### config.mk
export PLATFORM = sky130hd
export DESIGN_NAME = l2_arbiter
export DESIGN_NICKNAME = d
export VERILOG_FILES = /design/src/rtl/cache_attrs_pkg.sv /design/src/rtl/l2_arbiter_rr_pick.sv /design/src/rtl/l2_arbiter.sv
export SDC_FILE = /design/constraint.sdc
export NUM_CORES = 1
export LEC_CHECK = 0
export ABC_AREA = 1
export CAP_MARGIN = 0
export CELL_PAD_IN_SITES_DETAIL_PLACEMENT = 1
export CELL_PAD_IN_SITES_GLOBAL_PLACEMENT = 2
export CORE_ASPECT_RATIO = 1.4
export CORE_UTILIZATION = 23
export DETAILED_ROUTE_END_ITERATION = 7
export PLACE_DENSITY_LB_ADDON = 0.3
export SETUP_SLACK_MARGIN = 0.5
export SYNTH_ARGS = -nofsm -noshare
export SYNTH_HDL_FRONTEND = slang
export SYNTH_HIERARCHICAL = 1
export SYNTH_SLANG_ARGS = --single-unit
### constraint.sdc
create_clock -name clk -period 2.9 [get_ports clk]
set_input_delay 0.58 -clock clk [delete_from_list [all_inputs] [get_ports clk]]
set_output_delay 0.58 -clock clk [all_outputs]
set_load 0.005 [all_outputs]
### src/rtl/cache_attrs_pkg.sv
// Shared types for the L2 framebuffer arbiter: fb address/word, core id and
// the arbiter state encoding.
package cache_attrs;

  localparam int N_CORES   = 3;
  localparam int FB_ADDR_W = 16;
  localparam int FB_WORD_W = 64;

  typedef logic [FB_ADDR_W-1:0]       fb_addr_t;
  typedef logic [FB_WORD_W-1:0]       fb_word_t;
  typedef logic [$clog2(N_CORES)-1:0] core_id_t;

  typedef enum logic [1:0] {
    IDLE,
    FB,
    INVAL,
    RESP
  } l2arb_state_t;

endpackage

### src/rtl/l2_arbiter_rr_pick.sv
// Combinational round-robin select: first asserted request at or after the
// pointer, scanning upward with wrap.
module rr_pick #(
  parameter int N  = 3,
  parameter int IW = 2
) (
  input  logic [N-1:0]  req_i,
  input  logic [IW-1:0] ptr_i,
  output logic [IW-1:0] winner_o,
  output logic          valid_o
);

  always_comb begin
    winner_o = '0;
    valid_o  = 1'b0;
    for (int i = 0; i < N; i++) begin
      if (!valid_o && req_i[(int'(ptr_i) + i) % N]) begin
        valid_o  = 1'b1;
        winner_o = IW'((int'(ptr_i) + i) % N);
      end
    end
  end

endmodule

### src/rtl/l2_arbiter.sv
// Round-robin arbiter/sequencer sharing one framebuffer port among cores.
// Define L2ARB_SKIP_SELF_INV_EN to exempt the writing core from invalidation.
module l2_arbiter
  import cache_attrs::*;
#(
  parameter int N_REQ    = N_CORES,
  parameter int RR_RESET = 0
) (
  input  logic     clk,
  input  logic     rst,
  input  logic     en          [N_REQ],
  input  logic     w           [N_REQ],
  input  fb_addr_t addr        [N_REQ],
  input  fb_word_t d_in        [N_REQ],
  output fb_word_t d_out       [N_REQ],
  output logic     ready       [N_REQ],
  output logic     invalidate  [N_REQ],
  output fb_addr_t inv_addr,
  input  logic     invalidated [N_REQ],
  output logic     fb_en,
  output logic     fb_w,
  output fb_addr_t fb_addr,
  output fb_word_t fb_in,
  input  fb_word_t fb_out,
  input  logic     fb_ready,
  output core_id_t grant,
  output logic     busy
);

  l2arb_state_t     state_q;
  core_id_t         ptr_q;
  core_id_t         grant_q;
  logic             w_q;
  fb_addr_t         addr_q;
  fb_word_t         din_q;
  logic [N_REQ-1:0] mask_q;
  logic             fb_en_q;
  logic [N_REQ-1:0] ready_q;
  logic [N_REQ-1:0] inv_q;
  fb_addr_t         inv_addr_q;
  logic             busy_q;
  fb_word_t         d_out_q [N_REQ];

  logic [N_REQ-1:0] req_vec;
  logic [N_REQ-1:0] ack_vec;
  logic [N_REQ-1:0] grant_oh;
  logic [N_REQ-1:0] mask_d;
  logic [N_REQ-1:0] inv_init;
  logic [N_REQ-1:0] mask_init;
  core_id_t         pick_id;
  logic             pick_vld;

  always_comb begin
    req_vec  = '0;
    ack_vec  = '0;
    grant_oh = '0;
    for (int i = 0; i < N_REQ; i++) begin
      req_vec[i]  = en[i];
      ack_vec[i]  = invalidated[i];
      grant_oh[i] = (grant_q == core_id_t'(i));
    end
    mask_d = mask_q | ack_vec;
  end

`ifdef L2ARB_SKIP_SELF_INV_EN
  assign inv_init  = ~grant_oh;
  assign mask_init = grant_oh;
`else
  assign inv_init  = '1;
  assign mask_init = '0;
`endif

  rr_pick #(
    .N  (N_REQ),
    .IW ($bits(core_id_t))
  ) u_pick (
    .req_i    (req_vec),
    .ptr_i    (ptr_q),
    .winner_o (pick_id),
    .valid_o  (pick_vld)
  );

  always_ff @(posedge clk or negedge rst) begin
    if (!rst) begin
      state_q    <= IDLE;
      ptr_q      <= core_id_t'(RR_RESET);
      grant_q    <= '0;
      w_q        <= 1'b0;
      addr_q     <= '0;
      din_q      <= '0;
      mask_q     <= '0;
      fb_en_q    <= 1'b0;
      ready_q    <= '0;
      inv_q      <= '0;
      inv_addr_q <= '0;
      busy_q     <= 1'b0;
      for (int i = 0; i < N_REQ; i++) d_out_q[i] <= '0;
    end else begin
      case (state_q)
        IDLE: begin
          if (pick_vld) begin
            grant_q <= pick_id;
            w_q     <= w[pick_id];
            addr_q  <= addr[pick_id];
            din_q   <= d_in[pick_id];
            fb_en_q <= 1'b1;
            busy_q  <= 1'b1;
            state_q <= FB;
          end
        end
        FB: begin
          if (fb_ready) begin
            fb_en_q <= 1'b0;
            if (w_q) begin
              inv_q      <= inv_init;
              inv_addr_q <= addr_q;
              mask_q     <= mask_init;
              state_q    <= INVAL;
            end else begin
              ready_q          <= grant_oh;
              d_out_q[grant_q] <= fb_out;
              state_q          <= RESP;
            end
          end
        end
        INVAL: begin
          // Acks are sticky; the entry cycle may already complete the set.
          mask_q <= mask_d;
          if (&mask_d) begin
            inv_q      <= '0;
            inv_addr_q <= '0;
            ready_q    <= grant_oh;
            state_q    <= RESP;
          end
        end
        RESP: begin
          ready_q <= '0;
          for (int i = 0; i < N_REQ; i++) d_out_q[i] <= '0;
          busy_q  <= 1'b0;
          ptr_q   <= (grant_q == core_id_t'(N_REQ - 1)) ? '0 : grant_q + 1'b1;
          state_q <= IDLE;
        end
        default: state_q <= IDLE;
      endcase
    end
  end

  always_comb begin
    for (int i = 0; i < N_REQ; i++) begin
      ready[i]      = ready_q[i];
      invalidate[i] = inv_q[i];
      d_out[i]      = d_out_q[i];
    end
  end

  assign fb_en    = fb_en_q;
  assign fb_w     = fb_en_q & w_q;
  assign fb_addr  = fb_en_q ? addr_q : '0;
  assign fb_in    = fb_en_q ? din_q : '0;
  assign inv_addr = inv_addr_q;
  assign grant    = grant_q;
  assign busy     = busy_q;

endmodule

==> reports/summary.txt, run 1 <==
Hold Fails Final Rpt: 0
Final Max Tran Viols: 0
Latency at later pin: 0.55 ns
Number of antenna-violating nets in the routed design: 0
Cell count listed in synth_stat.txt: 1750
Count of endpoints failing setup in the final report: 0
Outcome: complete, no violations
Highest net fanout along the worst path: 6
Fillcell total: 7137
Cell area after synthesis: 0.01418 mm^2
Ratio of final minimum period to clock period: 86.61%
Core Density at Floorplan: 23.27%
All-Layer GR Usage: 19.86%
Register-to-Register Setup Slack: 0.62 ns
Maximum number of pins on one net before global-route repair: 71
Logic area: 0.005331 mm^2
Per-cell routed wire length: 20.49 um
Endpoint required time on the critical path: 2.32 ns
Total number of warnings across the stage logs: 33
Wirelength, routed: 66.27 mm
Worst slew pin tran: 0.5594 ns
Worst EP arrival: 1.93 ns
Min-delay worst type: register to register
Reported leakage power: 0.01168 uW
Die span in y: 295.8 um
Maximum clock skew at final layout: 0.02286 ns
Floorplan die width: 211.8 um
GRT Residual Overflow: 0
Startpoint of the most critical register-to-register path: ptr_q[0]
Via count of the first global-routing pass: 15.35k
FF+latch count, synth: 304
Chip area line of the yosys report: 0.01418 mm^2
Max-cap viol count: 0
Buffers from clock root to sink, at most: 3
Site row count: 107
Hold Path Depth: 2
Largest type area fraction: 53.66%
First-pass detailed-route iteration total: 5
GR peak layer: met2
Last weighted congestion value of the routability-driven placer: 0.7789
Top Ports: 615
Worst Reg-to-Reg Cells: 13
Synthesized instance count: 1750
DRC violations left: 0
VDD IR-drop max: 0.5005 mV
# port buffers: 614
Worst Hold Path EP: inv_addr[0]
Fin crit period: 2.512 ns
Share of cells above drive strength 1: 12.36%
Clock slew seen by the registers of the worst setup and hold paths: 0.07 ns
RSZ-0062 raised after global routing: yes
Area of the die: 0.06265 mm^2
Cell count after placement: 3112
Net count entering floorplan: 2073
Hold WS: 0.4682 ns
Cell type contributing the most total cell area after synthesis: dfrtp_1
Crit path from: fb_en
Setup ws final: 0.3883 ns
Reg-to-reg endpoint: addr_q[15]
Distinct lib cells used: 28
Mean number of vias per cell: 4.407
Maximum achievable frequency: 398.1 MHz
-- run 1: area by class of cell --
cell class	count	area share, %
multi-input cells	1133	22.69
diodes	6	0.06390
well taps	817	4.351
inverters	212	3.456
flip-flops and latches	304	32.40
clock buffers	52	4.558
repair buffers	698	31.81
clock inverters	12	0.6710
-- run 1: per-stage QoR --
| stage | total power, uW | area [um^2] |
|---|---|---|
| finish | 28610 | 23500 |
| global route | 30820 | 23500 |
| CTS | 27440 | 22740 |
| detailed placement | 21800 | 21210 |
| global placement | 21430 | 21210 |
| floorplan | 14450 | 14180 |
-- run 1: Yosys cell counts (all sizes together) --
master	count
nand2	545
or2	50
buf	69
a21oi	39
nor3	1
o21ai	200
inv	211
a31oi	49
nor2	153
ha	7
dfrtp	304
o21a	1
nand3	54
clkbuf	32
nand4	1
o211ai	33
clkinv	1
-- run 1: kinds of logic after synthesis --
logic type,share of synthesized area [%]
AOI/OAI and AO/OA,12.66
adders and majority gates,0.6177
buffers and inverters,9.911
DFF,53.66
and+or+nand+nor,23.15
-- run 1: power by group --
part	switching, uW	total (uW)	internal, uW
Sequential	1160	7350	6190
Clock	1940	4780	2840
Combinational	8780	16500	7700
-- run 1: cell usage in the layout (no fill, tap or decap), drive strengths merged, types with 33 or more instances in the layout --
| master | netlist | final |
|---|---|---|
| a31oi | 49 | 49 |
| o21ai | 200 | 200 |
| a21oi | 39 | 39 |
| dlymetal6s2s | 0 | 37 |
| inv | 211 | 213 |
| clkbuf | 32 | 79 |
| o211ai | 33 | 33 |
| nand2 | 545 | 545 |
| or2 | 50 | 50 |
| dfrtp | 304 | 304 |
| buf | 69 | 88 |
| clkdlybuf4s50 | 0 | 534 |
| nor2 | 153 | 153 |
| nand3 | 54 | 54 |
-- run 1: critical path, stage by stage (launching register included) --
cell and delay [ns]:
dfrtp_4 0.52, buf_12 0.16, buf_16 0.14, nand2_1 0.05, inv_1 0.03, clkdlybuf4s50_1 0.46
-- run 1: how the worst max path moves through the flow --
stage	endpoint	depth (start not counted)
floorplan	addr_q[0]	15
global placement	din_q[59]	13
detailed placement	din_q[8]	13
CTS	fb_in[16]	5
global route	fb_in[39]	5
finish	fb_in[39]	5
-- run 1: layer usage --
| layer | vias to the layer above | routed length, um |
|---|---|---|
| li1 | 6764 | - |
| met1 | 6928 | 25410 |
| met2 | 459 | 34340 |
| met3 | 94 | 4504 |
| met4 | 6 | 1968 |
| met5 | - | 45 |
-- run 1: registers in the layout, indices dropped and copies added, names as in the netlist, 3 cells and up --
register  flops
din_q        64
inv_addr     16
ready_q       3
d_out       192
addr_q       16
mask_q        3
-- run 1: timing repair --
action | in CTS | in global routing
cloned | 4 | 13
endpoints found under the setup margin | 165 | 149
pin swaps | 2 | 16
hold endpoints to repair | 52 | 0
setup buffers | 15 | 19
hold buffers | 1 | 0
resized | 127 | 143
Figure 1. Nets reached from selected ports (run 1).
Scale bar: 50 um.
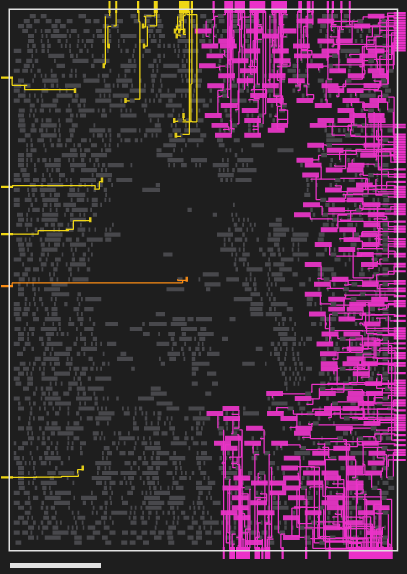
legend:
  d_out:
    color: magenta
    bits: 192
    direction: output
    edge: 105 right, 48 bottom, 39 top
    end_cells: 192
    buffers: 192
    wire: 7910 um
  fb_w:
    color: orange
    bits: 1
    direction: output
    edge: left
    end_cells: 1
    buffers: 1
    wire: 103 um
  fb_addr:
    color: yellow
    bits: 16
    direction: output
    edge: 12 top, 4 left
    end_cells: 16
    buffers: 16
    wire: 615 um

Figure 2. Placed standard cells (run 1).
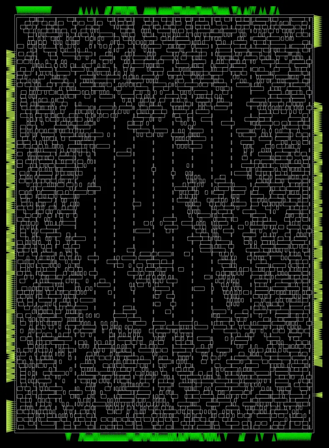
final cell count without fillers: 3234
tap cell instance count: 817
Final Util: 38.57%
fraction of area in registers: 32.40%
FF+latch count: 304

Figure 3. Cell sizes after repair (run 1).
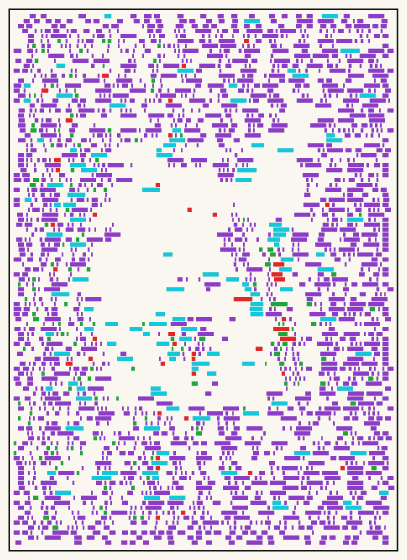
legend:
  x6 and larger:
    color: cyan
    cells: 118
    share: 4.9%
  x2:
    color: green
    cells: 138
    share: 5.7%
  x3 and x4:
    color: red
    cells: 42
    share: 1.7%
  x1 and smaller:
    color: purple
    cells: 2113
    share: 88%

Figure 4. Cell classes on the final placement (run 1).
Fill, decap, tap and diode cells in gray.
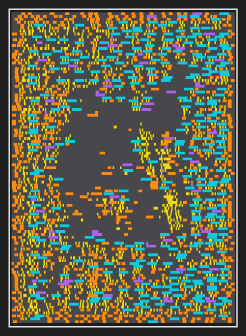

--- run 2 (diff from run 1) ---
Settings changed: CELL_PAD_IN_SITES_DETAIL_PLACEMENT 1 to unset, CELL_PAD_IN_SITES_GLOBAL_PLACEMENT 2 to unset, CORE_AREA set to 2 2 238 240, CORE_ASPECT_RATIO 1.4 to unset, CORE_UTILIZATION 23 to unset, DIE_AREA set to 0 0 240 242.
Clock period 2.9 ns to 2.22 ns, I/O delays scaled along.
Figure 5. Cell classes on the final placement (run 2).
Fill, decap, tap and diode cells in gray.
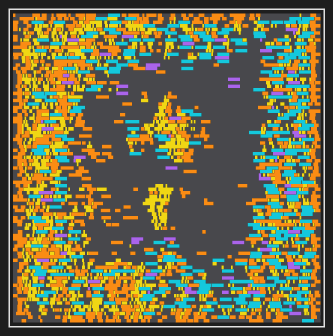
legend:
  remaining logic cells:
    color: yellow
    cells: 1345
    share_of_their_area: 27%
  registers:
    color: cyan
    cells: 304
    share_of_their_area: 28%
  clock drivers and dummy loads:
    color: purple
    cells: 65
    share_of_their_area: 4.6%
  remaining buffers and delay cells:
    color: orange
    cells: 870
    share_of_their_area: 40%

==> run 2 against run 1 <==
Effect of this change: the flow now finishes with violations (setup timing); non-clock buffer count grew 172; final area is 20% higher; via count up 9.6%; sequential share of layout area shrank 5.3 points; power up 68%; die size shrank 7.3%; cell count rose by 3.3%; register-to-register slack worse by 0.76 ns; first-iteration DRC count is 33% higher; global-route usage up 2.9 points.
==> reports/summary.txt, run 2 <==
Outcome: finished with violations
Violations in the final reports: setup timing
Worst EP arrival: 2.83 ns
Hold Fails Final Rpt: 0
Most common cell in the netlist: nand2_1
Most common logic cells in the final layout: 408 x nand2_1, 356 x clkdlybuf4s50_1, 299 x dfrtp_1
Hold WS: 0.4456 ns
Cell count listed in synth_stat.txt: 1750
Most used cell along the critical path: nand2_2
Crit-path leading delay family: buffers and inverters
Buffers from clock root to sink, at most: 3
DRC violations left: 0
Fin crit period: 2.358 ns
Last weighted congestion value of the routability-driven placer: 0.8976
Most numerous cell types in the synthesized netlist: 542 x nand2_1, 304 x dfrtp_1, 207 x inv_1, 152 x nor2_1
First-pass detailed-route iteration total: 5
Reported leakage power: 0.01551 uW
Latency at later pin: 0.55 ns
Synthesized instance count: 1750
Endpoint required time on the critical path: 2.69 ns
Number of synthesized flops with an enable pin: 0
Maximum number of pins on one net before global-route repair: 59
VDD IR-drop max: 0.9562 mV
FF+latch count, synth: 304
Count of endpoints failing setup in the final report: 105
Area of the die: 0.05808 mm^2
Maximum clock skew at final layout: 0.02435 ns
Core ar.: 0.05573 mm^2
Max-cap viol count: 0
Setup ws final: -0.1384 ns
Final Max Tran Viols: 0
Min-delay worst type: input port to register
Highest net fanout along the worst path: 7
Top cells, area: dfrtp_1 54%, nand2_1 14%, inv_1 5.5%, nor2_1 4.0%, o21ai_0 3.4%
Cells along the critical path: inv_2 > ha_4 > inv_4 > nand2_2 > nand3_2 > nand2_2 > nand2_2 > buf_4 > or2_4 > nand2_4 > inv_8 > buf_12 > buf_12 > buf_16 > a31oi_1
Floorplan die width: 240 um
# port buffers: 614
Main flop type after synthesis: dfrtp_1
GRT Residual Overflow: 0
CTS Sinks: 304
Ratio of final minimum period to clock period: 106.2%
Number of antenna-violating nets in the routed design: 0
RSZ-0062 raised after global routing: yes
Share of cells above drive strength 1: 31.15%
Max FFs per register: 192
Portion of the post-synthesis area used by sequential elements: 53.66%
All-Layer GR Usage: 22.75%
Largest type area fraction: 53.66%
Net count entering floorplan: 2073
Crit path from: ptr_q[0]
Wire length of the first global-routing pass: 99.52 mm
Startpoint of the most critical register-to-register path: ptr_q[0]
Wirelength, routed: 72.16 mm
Clock slew seen by the registers of the worst setup and hold paths: 0.06 ns
Maximum achievable frequency: 424.0 MHz
Cell type contributing the most total cell area after synthesis: dfrtp_1
Final net count: 2880
Dpl ws: -0.3640 ns
Clock tree from TritonCTS: done
Distinct lib cells used: 28
Mean number of vias per cell: 4.673
Per-cell routed wire length: 21.60 um
Top Ports: 615
Buffers and inverters on the worst path: 7
Max incr delay on CP: 0.42 ns
Die span in y: 242 um
Post-Layout Inst Area: 0.02808 mm^2
Fraction of registers with async set/reset: 100.0%
Commonest Layout Cell: nand2_1
Worst slew pin tran: 0.5364 ns
Total cell area at the placement stage: 0.02169 mm^2
Cell with the largest stage delay on the worst path: dfrtp_2
Chip area line of the yosys report: 0.01418 mm^2
Total number of warnings across the stage logs: 34
Via count of the first global-routing pass: 15.69k
Cell area after synthesis: 0.01418 mm^2
Core Density at Floorplan: 25.44%
Figure 6. Placed standard cells (run 2).
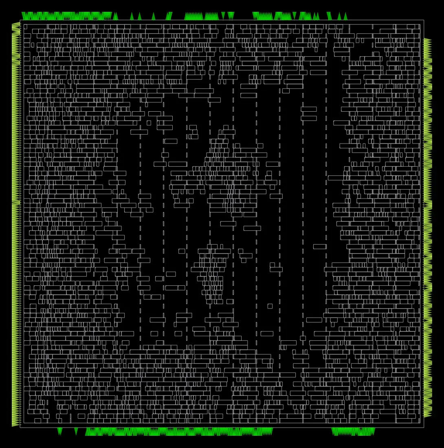
site row count: 87
fillcell total: 5052
fraction of area in registers: 27.12%
Final Util: 50.39%

==> run 2: repair_timing <==
action                                  4_1_cts  5_1_grt
gates resized                               758      433
hold buffers                                  1        0
endpoints found under the hold margin        45        0
buffers inserted                             62       45
cloned                                       50       19
endpoints found under the setup margin      594      571
pin swaps                                    72       52
==> run 2: area by class of cell <==
type / count / area (um^2) / share of cell area [%]
clock buffer: 52 / 1104 / 3.930
tap: 756 / 945.9 / 3.368
timing repair buffer: 870 / 10860 / 38.65
multi-input combinational: 1133 / 6576 / 23.42
antenna: 1 / 2.502 / 0.008911
inverter: 212 / 832.0 / 2.963
sequential: 304 / 7616 / 27.12
clock inverter: 13 / 151.4 / 0.5391
==> run 2: cells by family (layout without fill, tap and decap cells) <==
logic type | after synthesis | after routing | synth area share, %
compound gates | 322 | 322 | 12.66
simple gates | 804 | 804 | 23.15
flops | 304 | 304 | 53.66
other cells | 0 | 1 | 0
fa+ha+maj | 7 | 7 | 0.6177
buf+inv | 313 | 1147 | 9.911
==> run 2: per-layer routing <==
layer  global-route usage (%)  share of wire [%]  vias up
met5                        0              0.082        -
met4                    9.956                4.8        8
met3                    4.945                7.2      165
met2                    39.99                 51      713
met1                    26.41                 37     7555
li1                         -                  -     7171
==> run 2: tightest hold or removal path: stages <==
cell             delay (ns)
clkdlybuf4s50_1        0.39
nand2_1                0.06
a31oi_1                0.06
==> run 2: path summary, 6_finish.rpt <==
kind	end	slack (ns)	cells past startpoint
worst max-delay path	addr_q[2]	-0.14	15
worst min-delay path	addr_q[8]	0.45	3
worst max register to register	addr_q[2]	-0.14	15
worst min register to register	inv_addr[10]	0.47	2
max in group asynchronous	d_out[144]	1.02	3
min in group asynchronous	d_out[96]	0.46	2
==> run 2: power breakdown <==
| group | internal (uW) | switching (uW) |
|---|---|---|
| logic | 16800 | 15100 |
| registers | 8090 | 1930 |
| clock network | 3810 | 2460 |
| total | 28700 | 19500 |
==> run 2: per-stage QoR <==
stage | power, uW | cells | util, %
after floorplan | 19100 | 1750 | -
after global placement | 29260 | 3098 | 38.92
after detailed placement | 29620 | 3098 | 38.92
after CTS | 44270 | 3276 | 46.45
after global routing | 50690 | 3340 | 50.38
final | 48170 | 3341 | 50.39
Power is estimated from default activity; no workload was simulated.
